<file path="config.mk">
export PLATFORM = sky130hd
export DESIGN_NAME = mips_decode_stage
export DESIGN_NICKNAME = d
export VERILOG_FILES = /design/src/rtl/mips_decode_stage.sv
export SDC_FILE = /design/constraint.sdc
export NUM_CORES = 2
export LEC_CHECK = 0
export ABC_AREA = 1
export CAP_MARGIN = 40
export CORE_MARGIN = 2
export CORE_UTILIZATION = 45
export CTS_CLUSTER_DIAMETER = 30
export DETAILED_ROUTE_END_ITERATION = 16
export PLACE_DENSITY = 0.59
export SLEW_MARGIN = 20
export SYNTH_ARGS = -nofsm -noshare
export SYNTH_HDL_FRONTEND = slang
export SYNTH_SLANG_ARGS = --single-unit
</file>
<file path="constraint.sdc">
create_clock -name clk -period 54.6 [get_ports clk]
set_input_delay 8.19 -clock clk [delete_from_list [all_inputs] [get_ports clk]]
set_output_delay 8.19 -clock clk [all_outputs]
set_load 0.005 [all_outputs]
</file>
<file path="src/rtl/mips_decode_stage.sv">
// Instruction decode stage: control decode, 2R/1W register file with optional write-back
// bypass, load-use hazard detection and the ID/EX pipeline latch with bubble insertion.
module mips_decode_stage #(
   parameter int DATA_W    = 32,
   parameter int REG_COUNT = 32,
   parameter bit WB_BYPASS = 1'b1,
   localparam int AW       = (REG_COUNT > 1) ? $clog2(REG_COUNT) : 1
) (
   input  logic              clk,
   input  logic              reset,
   input  logic [31:0]       id_instr,
   input  logic [DATA_W-1:0] id_npc,
   input  logic              wb_regwrite,
   input  logic [AW-1:0]     wb_rd,
   input  logic [DATA_W-1:0] wb_data,
   input  logic              flush,
   output logic              stall,
   output logic [1:0]        ex_ctlwb_out,
   output logic [2:0]        ex_ctlm_out,
   output logic              ex_regdst,
   output logic              ex_alusrc,
   output logic [1:0]        ex_aluop,
   output logic [DATA_W-1:0] ex_npc,
   output logic [DATA_W-1:0] ex_a,
   output logic [DATA_W-1:0] ex_b,
   output logic [DATA_W-1:0] ex_imm,
   output logic [5:0]        ex_funct,
   output logic [AW-1:0]     ex_rs,
   output logic [AW-1:0]     ex_rt,
   output logic [AW-1:0]     ex_rd
);

   localparam logic [5:0] OP_RTYPE = 6'b000000;
   localparam logic [5:0] OP_LW    = 6'b100011;
   localparam logic [5:0] OP_SW    = 6'b101011;
   localparam logic [5:0] OP_BEQ   = 6'b000100;
   localparam logic [5:0] OP_ADDI  = 6'b001000;

   logic [5:0]        opcode;
   logic [AW-1:0]     rs_idx;
   logic [AW-1:0]     rt_idx;
   logic [AW-1:0]     rd_idx;
   logic [DATA_W-1:0] imm_ext;

   assign opcode  = id_instr[31:26];
   assign rs_idx  = id_instr[21 +: AW];
   assign rt_idx  = id_instr[16 +: AW];
   assign rd_idx  = id_instr[11 +: AW];
   assign imm_ext = DATA_W'($signed(id_instr[15:0]));

   logic       dec_regdst;
   logic       dec_alusrc;
   logic       dec_memtoreg;
   logic       dec_regwrite;
   logic       dec_memread;
   logic       dec_memwrite;
   logic       dec_branch;
   logic [1:0] dec_aluop;
   logic       uses_rt;

   always_comb begin
      dec_regdst   = 1'b0;
      dec_alusrc   = 1'b0;
      dec_memtoreg = 1'b0;
      dec_regwrite = 1'b0;
      dec_memread  = 1'b0;
      dec_memwrite = 1'b0;
      dec_branch   = 1'b0;
      dec_aluop    = 2'b00;
      uses_rt      = 1'b0;
      case (opcode)
         OP_RTYPE: begin
            dec_regdst   = 1'b1;
            dec_regwrite = 1'b1;
            dec_aluop    = 2'b10;
            uses_rt      = 1'b1;
         end
         OP_LW: begin
            dec_alusrc   = 1'b1;
            dec_memtoreg = 1'b1;
            dec_regwrite = 1'b1;
            dec_memread  = 1'b1;
         end
         OP_SW: begin
            dec_alusrc   = 1'b1;
            dec_memwrite = 1'b1;
            uses_rt      = 1'b1;
         end
         OP_BEQ: begin
            dec_branch   = 1'b1;
            dec_aluop    = 2'b01;
            uses_rt      = 1'b1;
         end
         OP_ADDI: begin
            dec_alusrc   = 1'b1;
            dec_regwrite = 1'b1;
         end
         default: ;
      endcase
   end

   logic [DATA_W-1:0] rf [REG_COUNT];
   logic              wb_write;
   logic [DATA_W-1:0] rd_data_a;
   logic [DATA_W-1:0] rd_data_b;

   assign wb_write = wb_regwrite && (wb_rd != '0);

   always_ff @(posedge clk or posedge reset) begin
      if (reset) begin
         for (int i = 0; i < REG_COUNT; i++) rf[i] <= '0;
      end else if (wb_write) begin
         rf[wb_rd] <= wb_data;
      end
   end

   // r0 is hardwired; bypass only when enabled and the same register is being written
   always_comb begin
      if (rs_idx == '0)
         rd_data_a = '0;
      else if (WB_BYPASS && wb_write && (wb_rd == rs_idx))
         rd_data_a = wb_data;
      else
         rd_data_a = rf[rs_idx];

      if (rt_idx == '0)
         rd_data_b = '0;
      else if (WB_BYPASS && wb_write && (wb_rd == rt_idx))
         rd_data_b = wb_data;
      else
         rd_data_b = rf[rt_idx];
   end

   logic bubble;

   assign stall  = ex_ctlm_out[1] && (ex_rt != '0) &&
                   ((ex_rt == rs_idx) || (uses_rt && (ex_rt == rt_idx)));
   assign bubble = stall || flush;

   // Data fields load even during a bubble; only the control bits are squashed
   always_ff @(posedge clk or posedge reset) begin
      if (reset) begin
         ex_ctlwb_out <= '0;
         ex_ctlm_out  <= '0;
         ex_regdst    <= 1'b0;
         ex_alusrc    <= 1'b0;
         ex_aluop     <= '0;
         ex_npc       <= '0;
         ex_a         <= '0;
         ex_b         <= '0;
         ex_imm       <= '0;
         ex_funct     <= '0;
         ex_rs        <= '0;
         ex_rt        <= '0;
         ex_rd        <= '0;
      end else begin
         if (bubble) begin
            ex_ctlwb_out <= '0;
            ex_ctlm_out  <= '0;
            ex_regdst    <= 1'b0;
            ex_alusrc    <= 1'b0;
            ex_aluop     <= '0;
         end else begin
            ex_ctlwb_out <= {dec_regwrite, dec_memtoreg};
            ex_ctlm_out  <= {dec_branch, dec_memread, dec_memwrite};
            ex_regdst    <= dec_regdst;
            ex_alusrc    <= dec_alusrc;
            ex_aluop     <= dec_aluop;
         end
         ex_npc   <= id_npc;
         ex_a     <= rd_data_a;
         ex_b     <= rd_data_b;
         ex_imm   <= imm_ext;
         ex_funct <= id_instr[5:0];
         ex_rs    <= rs_idx;
         ex_rt    <= rt_idx;
         ex_rd    <= rd_idx;
      end
   end

endmodule

</file>
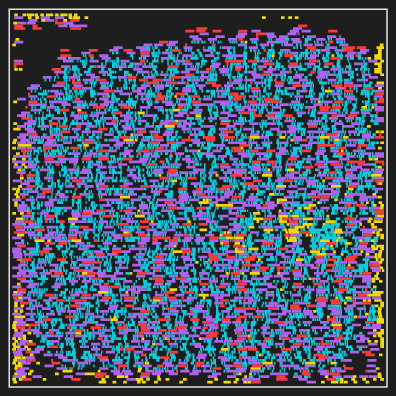
*Placed cells, one colour a class*
(1 px per um)
Cyan marks combinational and other logic, cells 6,787. Purple marks sequential cells, cells 1,154. Yellow marks remaining buffers and delay cells, cells 441. Red marks clock drivers and dummy loads, cells 538.

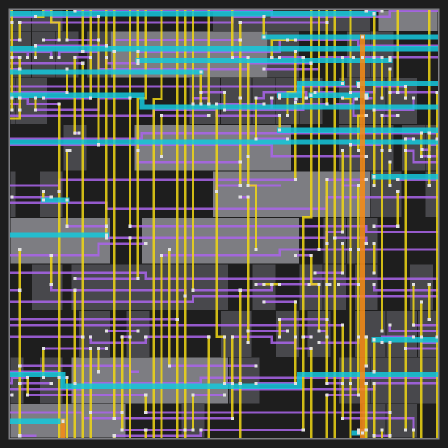
*Close-up of the layout*
Region (82, 270) to (107, 295) um. Cells in grey, sequential cells in the stronger grey; small squares are vias.
Purple marks metal 1. Yellow marks metal 2. Orange marks metal 4. Cyan marks metal 3.
Most frequent: nand2_1 (22), o21ai_0 (7), dfrtp_1 (7). 52 logic cells have their middle in the window. Netlist names of flops here include rf (7). Sequential cells in the window: 7.

==> Slide: Implementation Results <==
Physical Implementation Snapshot

Finish
  • P&R area growth vs syn: 24.0%
  • Final clock-cell share: 0.137
  • Post-Route Utilization: 0.562
  • Most common logic cell in the routed design: nand2_1
  • Most flop-heavy register: rf
  • Diodes inserted: 6
  • Buffers, non-clock: 441
  • Sequential cell area: 28,900 um^2
  • Clkbuf count: 403
  • Largest cell class: sequential cells
  • Logic area: 27,900 um^2
  • Nets: 8,802
  • Top cells excl fill/tap: nand2_1 (2,575), o21ai_0 (1,363), dfrtp_1 (1,154), nand3_1 (1,055), inv_1 (637)
  • Share of post-route cells with drive strength above 1: 0.0923
  • Post-route cell area: 77,300 um^2
  • Max reg flops: 1,024
  • Post-route insts no fill: 10,700
  • Fraction of area in registers: 0.373
  • Signal inverters: 651
  • Combinational Gates: 6,136
  • Count of flip-flops and latches: 1,154
  • Fillers: 12,700

Setup path
  • CP delay by family, top: buffers and inverters
  • CP Capture Point: stall
  • Critical path's slowest cell: buf_4
  • CP max FO: 99
  • R2r setup slk: 52.73 ns
  • Buffers plus inverters on the worst setup path: 5
  • Most used cell, CP: nand2_1
  • Reg-to-reg endpoint: ex_b[26]
  • Slowest Stage Delay on Critical Path: 0.74 ns
  • Worst path arrival time: 10.96 ns
  • Critical Path RT: 46.41 ns
  • CP Launch Type: input port
  • Worst setup startpoint: id_instr[22]
  • CP Depth: 10
  • CP cell instances: buf_8 -> buf_4 -> inv_6 -> nand2_1 -> a21oi_1 -> nand3_1 -> o21ai_0 -> nand2_1 -> inv_1 -> clkdlybuf4s50_1
  • RR Startpoint: rf[378]
  • Crit Path Category: in -> out
  • CP endpoint kind: output pin

Power and ir drop
  • Power Density: 44.4 nW/um^2
  • Total power: 3.43 mW
  • Combinational power: 481 uW
  • Clock group: 1.85 mW
  • Switching share of total power: 0.275
  • Seq power: 1.11 mW
  • Lkg Pwr: 36.9 nW
  • Sequential power share: 0.322
  • Peak VDD IR: 0.0000435 V
  • Comb pwr share: 0.140
  • Pwr top: the clock network
  • Clk pwr share: 0.538

Logic synthesis
  • Area share of fa/ha/maj cells after synthesis: 0
  • Top logic family: simple AND/OR/NAND/NOR gates
  • Top-area cell share: 0.463
  • Cell taking the most area after synthesis: dfrtp_1
  • Unique cell types: 27
  • Post-synthesis register bit count: 1,154
  • Top area cell types: dfrtp_1 (46%), nand2_1 (16%), o21ai_0 (11%)
  • Mapped Avg Cell Area: 7.13 um^2
  • XORs/XNORs by Area: 0.00197
  • Mux frac, synth: 0
  • Dominant Register Cell: dfrtp_1
  • # Cells Yosys: 8,737
  • Synth warn: 0
  • Post-Synthesis Cells: 8,737
  • Aoi share: 0.160
  • Synth Seq Share: 0.463
  • Synth top cell by count: nand2_1
  • Synth Cell Area: 62,300 um^2
  • Simple-Gate Fraction of Synth Area: 0.282
  • Top cells by count: nand2_1 (2,590), o21ai_0 (1,363), dfrtp_1 (1,154)
  • Synthesis area per yosys: 62,300 um^2

STA
  • Final period util: 0.351
  • Clock skew: 0.0373 ns
  • Setup WS post-layout: 35.45 ns
  • Hold_ws: 0.372 ns
  • Final setup fails: 0
  • Slew Viols, Final: 0
  • Final Hold Vio Count: 0
  • Headroom to the max-slew limit: 0.327
  • Worst-margin pin slew: 1.01 ns
  • F_max: 0.0522 GHz

Route
  • Drc violations: 0
  • DRT Wirelength: 249 mm
  • DR WL met2: 108 mm
  • Metal3 WL: 27.3 mm
  • Top layer reached by signal wires: met5
  • Pre-antenna DRT Iters: 9
  • Antenna-violating nets left: 0
  • M1 WL: 102 mm
  • Via/cell ratio: 5.79

Clocking
  • Late-Pin Clk Latency: 0.90 ns
  • CTS tree: yes
  • Root Buffer: clkbuf_16
  • Reg clk slew, reported paths: 0.04 ns
  • CTS resizes: 0
  • Clk sinks: 1,154
  • CTS max path bufs: 4

Run
  • Maximum capacitance violations: 0
  • Tool warnings: 43

Worst hold path
  • Hold worst-path end: rf[993]
  • Cell depth of the worst hold path: 0

Floorplanning
  • Die span in y: 376 um
  • Ports: 264
  • Cell Rows: 136
  • Die ar.: 142,000 um^2
  • CORE AREA: 137,000 um^2
  • Tap Count: 1,794
  • Fp_density: 0.453

Global route
  • Met2 usage: 0.528
  • First-pass GRT wire length: 372 mm
  • Vias in the first global route: 58,300
  • Met3 Resource Use GR: 0.0740
  • GRT Residual Overflow: 0
  • Largest net degree at the start of global routing: 224
  • Most crowded layer after global routing: met2
  • Initial antenna violation count: 12

Placed design
  • Dpl hpwl: 137 mm
  • Pre-CTS WS: 35.53 ns
  • Port bufs: 263
  • Post-DP Area: 66,400 um^2
  • DP Cell Count: 10,200

Run status
  • Status: complete, no violations
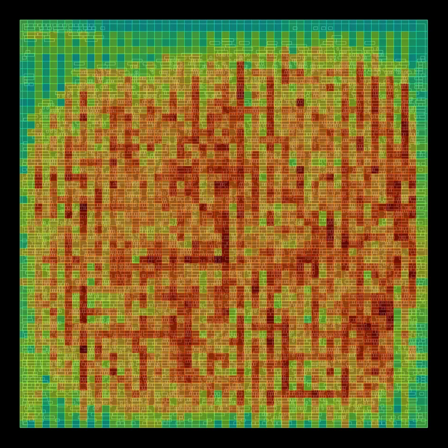
*Routing congestion*
total track usage: 0.348
Avg WL per Cell: 23.2 um

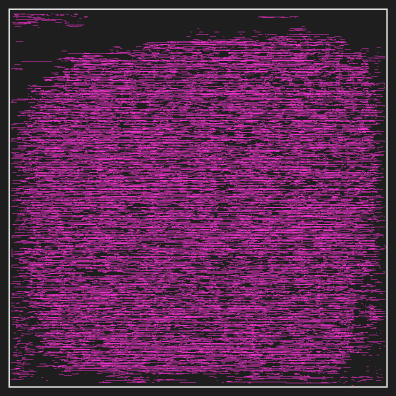
*Met1 routing*
(1 px per um)
The layer holds 41% of the routed length. The layer carries 102 mm of wire.

Power figures rest on the tool's default switching activity, not on a simulated workload.
